Design mem_access_stage, sky130hd; sources not shown.
**Run 1: port wiring**

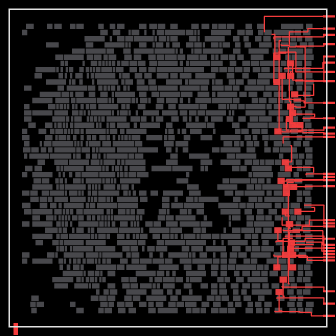
Red is ccsnoopaddr, direction input, end cells 30, buffers 30, wire 994 um.
port buffer count: 280
I/O Pins: 318

**Run 1: cell area per tile**

14 x 14 tiles, from black (low) to pale yellow (high), 0 to 100% covered.
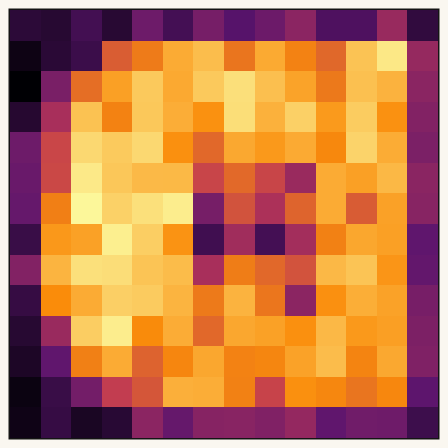
The fullest tile reaches 98%. 0.50% of the tiles are nearly empty. 44% of the tiles are over 75% full. The mean over all tiles is 60%.
Final Core Density: 72.3%
Core Density at Floorplan: 43.5%
core area: 0.0165 mm2

**Run 1: gate families picked out**

Scale bar: 50 um.
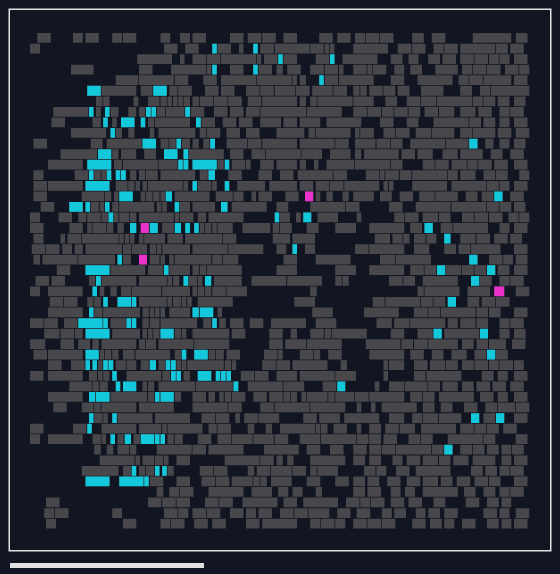
Magenta is and/or cells, cells 4, most used or3_1. Cyan is nand cells, cells 128, most used nand2_1.
Commonest Layout Cell: clkdlybuf4s50_1
fin cells: 1328
multi-input combinational area share: 36.8%

**Run 1: met3 routing**

Scale bar: 50 um.
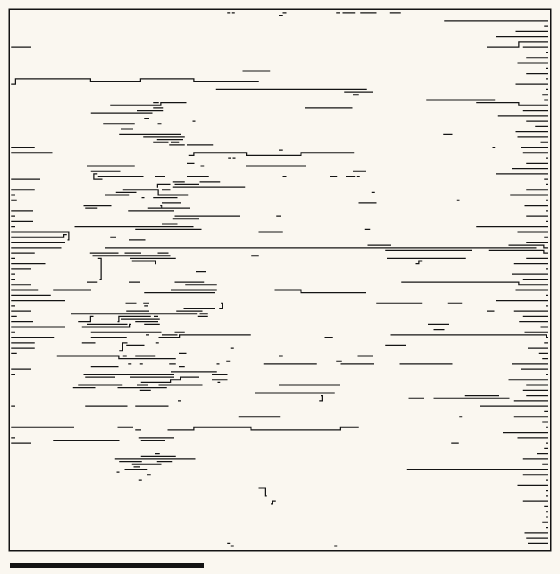
The layer carries 2450 um of wire. The wires run mostly horizontal. The layer holds 8.1% of the routed length. 271 nets have wire on it. The longest straight run is 111 um.
DRT Wirelength: 30.3 mm
Via Count: 7650
GRT met3 Usage: 5.79%

==> impl_metrics.env <==
# physical design summary
export IMPL_crit_type="flop to output pin"
export IMPL_yosys_warnings=0
export IMPL_layout_nets=1315
export IMPL_r2r_slack_ns=-0.11
export IMPL_rsz0062_at_grt="yes"
export IMPL_route_met2_wl_mm=15.0
export IMPL_cts_root_buf="clkbuf_16"
export IMPL_p_switching_mw=2.04
export IMPL_drt_iter0_markers=743
export IMPL_grt_first_pass_wirelength_mm=42.5
export IMPL_cap_violations=0
export IMPL_detail_route_wl_per_cell_um=22.8
export IMPL_worst_path_max_fanout=10
export IMPL_syn_inst=779
export IMPL_finalHoldViolCount=3
export IMPL_place_hpwl_mm=21.4
export IMPL_status="finished with violations"
export IMPL_clock_sinks=105
export IMPL_warning_count=31
export IMPL_p_int_mw=3.95
export IMPL_max_freq_mhz=369
export IMPL_edf_count=0
export IMPL_antenna_found_initial=1
export IMPL_met3WireLength_mm=2.45
export IMPL_syn_area_mm2=0.00717
export IMPL_place_congestion=0.912
export IMPL_top_area_cell="dfrtp_1"
export IMPL_globalRouteOverflowTotal=0
export IMPL_drive_gt1_share_pct=23.8
export IMPL_vdd_drop_max_v=0.000343
export IMPL_crit_slowest_cell="clkbuf_1"
export IMPL_power_share_clock_pct=23.6
export IMPL_power_density_mw_per_mm2=503
export IMPL_start_kind="flop"
export IMPL_fin_crit_sh_pct=108
export IMPL_worstPathCellList="nand2b_1 -> buf_2 -> nand3_4 -> and2_1 -> buf_2 -> clkbuf_1 -> a211oi_4 -> buf_6"
export IMPL_cts_tree="built"
export IMPL_clkLatencyLatePin_ns=0.36
export IMPL_cp_common_cell="buf_2"
export IMPL_worstRegToRegCells=11
export IMPL_flop_cell="dfrtp_1"
export IMPL_area_growth_pct=66.1
export IMPL_power_frac_seq_pct=36.8
export IMPL_synth_area_per_cell_um2=9.20
export IMPL_drt_vias_per_instance=5.76
export IMPL_die_area_mm2=0.0194
export IMPL_end_kind="output pin"
export IMPL_synth_top_cell_area_share_pct=36.6
export IMPL_p_leak_nw=5.15
export IMPL_die_size_y_um=139
export IMPL_hp_class="input pin to asynchronous set/reset pin"
export IMPL_violations="hold timing, setup timing"
export IMPL_postSynthSeqShare_pct=36.6
export IMPL_power_frac_comb_pct=39.6
export IMPL_synth_seq_cells=105
export IMPL_dp_cells=1280
export IMPL_ant_nets=0
export IMPL_setup_ws_ns=-0.209
export IMPL_grt_total_usage_pct=28.0
export IMPL_cts_buffers=9
export IMPL_area_leaders="dfrtp_1, mux2_2, xnor2_1"
export IMPL_setup_violations=59
export IMPL_slowest_delay_ns=0.49
export IMPL_pre_cts_ws_ns=-1.11
export IMPL_grt_max_degree=53
export IMPL_hold_ws_ns=-0.00937
## run 1: layer usage
| metal | vias to the layer above | global-route usage (%) |
|---|---|---|
| met5 | - | 0 |
| met4 | 0 | 10.2 |
| met3 | 90 | 5.79 |
| met2 | 477 | 47.0 |
| met1 | 3666 | 35.8 |
| li1 | 3417 | - |
## run 1: critical path: cells and delay by family, from the launching register on
family	cells	cell delay, ns
flops	1	0.39
buf+inv	4	1.03
compound gates	1	0.09
simple gates	3	0.45
## run 1: through the flow
stage          util (%)  hold WS (ns)  cell area [um2]  total power [mW]  TNS (ns)
6_report           72.3      -0.00937            11900              5.99     -3.24
5_1_grt            72.3       0.00880            11900              6.24     -8.12
4_1_cts            67.1       0.00440            11000              5.69    -0.255
3_5_place_dp       62.6         0.366            10300              4.14    -45.83
3_3_place_gp       62.4         0.473            10300              4.08   -798.50
2_1_floorplan         -        0.0794             7200              3.26         0
## run 1: cell families (layout without fill, tap and decap cells)
| family | after synthesis | after routing | synth area share, % |
|---|---|---|---|
| compound gates | 203 | 203 | 18.7 |
| xor+xnor | 60 | 60 | 7.33 |
| buf+inv | 169 | 497 | 12.7 |
| flops | 105 | 105 | 36.6 |
| mux | 102 | 102 | 15.3 |
| other cells | 0 | 1 | 0 |
| simple gates | 140 | 140 | 9.30 |
## run 1: power groups by stage
stage          Combinational [mW]  Clock [mW]  Sequential (mW)
2_1_floorplan                1.05           0             2.21
3_3_place_gp                 1.90           0             2.18
3_5_place_dp                 1.94           0             2.20
4_1_cts                      2.09        1.42             2.18
5_1_grt                      2.51        1.50             2.23
6_report                     2.37        1.41             2.21
## run 1: cell type report
| type | instances | area, um2 |
|---|---|---|
| Fill cell | 1180 | 4550 |
| Multi-Input combinational cell | 505 | 4380 |
| Timing Repair Buffer | 313 | 3300 |
| Sequential cell | 105 | 2630 |
| Buffer | 127 | 887 |
| Tap cell | 220 | 275 |
| Clock buffer | 13 | 270 |
| Inverter | 42 | 158 |
| Clock inverter | 2 | 12.5 |
| Antenna cell | 1 | 2.50 |
## run 1: cells in the final DEF (no fill, tap or decap), types with 2 or more instances in the layout
cell type	count
xnor2_1	46
mux2_4	32
clkbuf_4	2
clkdlybuf4s50_1	244
o21ai_0	33
buf_8	6
xnor2_2	10
nand2b_1	3
clkbuf_8	3
nand3_4	8
buf_2	4
o311ai_4	15
o311ai_2	6
nand3_1	11
clkbuf_2	3
buf_6	8
nor4_4	2
clkbuf_16	16
nand3_2	18
o21a_1	2
or3_1	2
dlymetal6s2s_1	2
mux2i_1	40
xor2_1	4
mux2_2	30
buf_1	4
dlygate4sd2_1	30
a21oi_1	63
clkbuf_1	40
dfrtp_1	105
inv_1	42
o311ai_1	11
o22ai_1	31
buf_12	11
buf_4	77
o221ai_1	32
nand2_1	74
nand4_1	14
buf_16	2
## run 1: timing repair
item | in CTS | in global routing
hold buffers | 2 | 0
endpoints found under the hold margin | 52 | 0
endpoints found under the setup margin | 137 | 107
buffers inserted | 10 | 11
gates resized | 134 | 125
gates cloned | 2 | 7
pin swaps | 21 | 23
Power and IR drop assume default switching activity.
